==> images/drive_strength.png <==
Scale: 4 px per um.
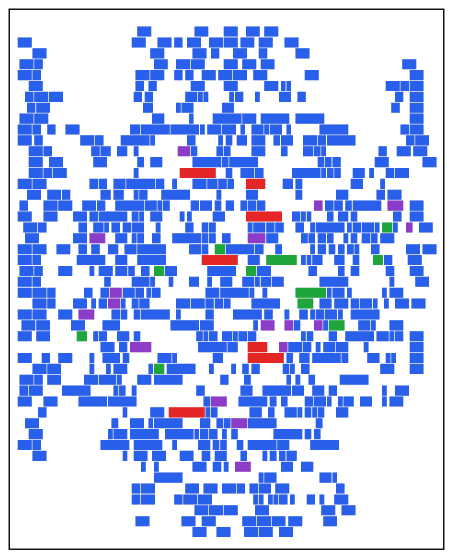
==> images/pins.png <==
Scale: 4 px per um. Pins as bars across the die edge, other pins in gray.
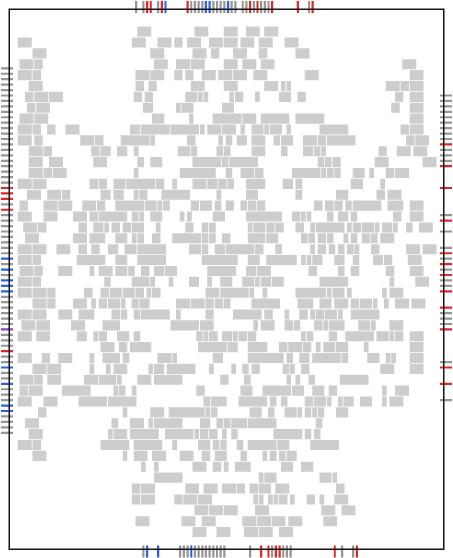
### src/rtl/fetch_unit.sv
// Instruction-fetch producer for the IF/ID buffer: boots the PC from a
// two-word reset vector, then fetches sequentially with stall and redirect.
module fetch_unit #(
  parameter logic [31:0] RESET_VEC_ADDR = 32'h0,
  parameter logic [15:0] NOP_INSTR      = 16'h5000
) (
  input  logic        clk,
  input  logic        rst,
  input  logic        stall,
  input  logic        redirect,
  input  logic [31:0] redirect_pc,
  output logic [31:0] imem_addr,
  input  logic [15:0] imem_data,
  input  logic [15:0] in_port_in,
  output logic [31:0] pc_out,
  output logic [15:0] instr_out,
  output logic [15:0] in_port_out,
  output logic        valid_out,
  output logic        boot_done
);

  localparam int unsigned PC_W    = 32;
  localparam int unsigned INSTR_W = 16;

  typedef enum logic [1:0] {
    BOOT_HI = 2'd0,
    BOOT_LO = 2'd1,
    RUN     = 2'd2
  } state_t;

  state_t             state, state_next;
  logic [PC_W-1:0]    pc_reg, pc_next, pc_inc;
  logic [INSTR_W-1:0] vec_hi, vec_hi_next;
  logic               boot_done_next;

  // Sequential PC successor; carry out of bit 31 is dropped so 0xFFFF_FFFF wraps to 0.
  assign pc_inc = pc_reg + PC_W'(1);

  // State, PC, vector-high and boot flag registers with synchronous reset.
  always_ff @(posedge clk) begin
    if (rst) begin
      state     <= BOOT_HI;
      pc_reg    <= '0;
      vec_hi    <= '0;
      boot_done <= 1'b0;
    end else begin
      state     <= state_next;
      pc_reg    <= pc_next;
      vec_hi    <= vec_hi_next;
      boot_done <= boot_done_next;
    end
  end

  // Next-state, next-PC and combinational fetch outputs.
  always_comb begin
    state_next     = state;
    pc_next        = pc_reg;
    vec_hi_next    = vec_hi;
    boot_done_next = boot_done;
    imem_addr      = RESET_VEC_ADDR;
    pc_out         = '0;
    instr_out      = NOP_INSTR;
    in_port_out    = '0;
    valid_out      = 1'b0;

    case (state)
      BOOT_HI: begin
        vec_hi_next = imem_data;
        state_next  = BOOT_LO;
      end
      BOOT_LO: begin
        imem_addr      = RESET_VEC_ADDR + PC_W'(1);
        pc_next        = {vec_hi, imem_data};
        boot_done_next = 1'b1;
        state_next     = RUN;
      end
      RUN: begin
        imem_addr   = pc_reg;
        pc_out      = pc_inc;
        instr_out   = imem_data;
        in_port_out = in_port_in;
        valid_out   = 1'b1;
        // Redirect wins over stall; the wrong-path word is flushed downstream.
        if (redirect) begin
          pc_next = redirect_pc;
        end else if (!stall) begin
          pc_next = pc_inc;
        end
      end
      default: begin
        state_next = BOOT_HI;
      end
    endcase
  end

endmodule

### config.mk
export PLATFORM = sky130hd
export DESIGN_NAME = fetch_unit
export DESIGN_NICKNAME = d
export VERILOG_FILES = /design/src/rtl/fetch_unit.sv
export SDC_FILE = /design/constraint.sdc
export NUM_CORES = 1
export LEC_CHECK = 0
export CAP_MARGIN = 0
export CORE_ASPECT_RATIO = 1.25
export CORE_MARGIN = 1.5
export CORE_UTILIZATION = 29
export DETAILED_ROUTE_END_ITERATION = 12
export GPL_ROUTABILITY_DRIVEN = 0
export HOLD_SLACK_MARGIN = 0.05
export SLEW_MARGIN = 20
export SYNTH_ARGS = -nofsm -noshare
export SYNTH_HDL_FRONTEND = slang
export SYNTH_SLANG_ARGS = --single-unit
### constraint.sdc
create_clock -name clk -period 4.9 [get_ports clk]
set_input_delay 0.98 -clock clk [delete_from_list [all_inputs] [get_ports clk]]
set_output_delay 0.98 -clock clk [all_outputs]
set_load 0.01 [all_outputs]
==> qor.txt <==
Worst setup path endpoint: pc_out[24]
Most common reg cell: dfxtp_1
DRT antenna net count: 0
Initial core utilization: 30.0%
Placed cells: 841
GR peak layer: met2
Post-synth area hogs: dfxtp_1, and2_1, nor2_1
Post_cts resized: 0
Antenna violations before repair: 0
WHS Path Cells: 2
Die Y: 135 um
Critical Path RT: 3920 ps
Cells after Synth: 545
Largest register FFs: 32
Vias in the first global route: 4497
WHS: 490 ps
Pre-CTS setup slack: 1320 ps
Crit-path slowest cell: clkdlybuf4s50_1
Synth Warn #: 0
Die W: 108 um
Post-DP Area: 5750 um^2
Routed length on met2: 7390 um
Crit Path Category: register to output port
CTS root buf: clkbuf_16
Final Hold Fails: 0
Status: completed
Cycle use final: 79.5%
Slew Limit Fails: 0
Min-Delay Path Class: register to register
Detail Placement HPWL: 11400 um
Asr flop ratio synth: 0%
Met3 Routed Length: 1120 um
Crit path depth: 7
Post-Layout Inst Area: 5900 um^2
Number of enable flip-flop cells: 0
OpenROAD warnings: 29
Pin count of the biggest net entering global routing: 88
FF-to-FF path depth: 9
Layout Utilization: 44.0%
Adder-cell share of the synthesized area: 1.56%
Synthesized area per cell: 7.37 um^2
Worst-path cell chain: ha_1 > nand3_1 > or2_2 > or4_4 > xor2_1 > nor2_1 > clkdlybuf4s50_1
## Picture notes: drive_strength.png
legend:
  green:
    size: drive 3 to 4
    cells: 11
    most_used: buf_4
  purple:
    size: drive 2
    cells: 17
  blue:
    size: drive 1 or less
    cells: 643
    most_used: clkdlybuf4s50_1
  red:
    size: drive 6 and up
    cells: 7
    most_used: clkbuf_16

## Picture notes: pins.png
legend:
  purple:
    port: stall
    pins: 1
    direction: input
    edge: left
  blue:
    port: instr_out
    pins: 16
    direction: output
    edge: 9 left, 4 top, 3 bottom
  red:
    port: imem_addr
    pins: 32
    direction: output
    edge: 12 right, 9 top, 6 bottom, 5 left

## final cells by class
cell class	instances	area, um^2	area share (%)
Multi-Input combinational cell	435	2770	46.9
Timing Repair Buffer	172	1700	28.8
Sequential cell	51	1020	17.3
Inverter	12	45.0	0.763
Tap cell	171	214	3.63
Clock buffer	8	156	2.65
## worst reg2reg max path, cell delays in order (launching register included)
cell     delay (ps)
dfxtp_1         320
inv_1           120
ha_2            200
buf_4           570
nor2b_1         190
a21oi_2         760
buf_4           330
a221o_1         140
o21ai_0          80
a31oi_1         150
## power breakdown
group / internal (mW) / switching [mW]
clock network: 0.218 / 0.162
logic: 0.246 / 0.270
registers: 0.471 / 0.0826
total: 0.935 / 0.515
Power figures rest on the tool's default switching activity, not on a simulated workload.
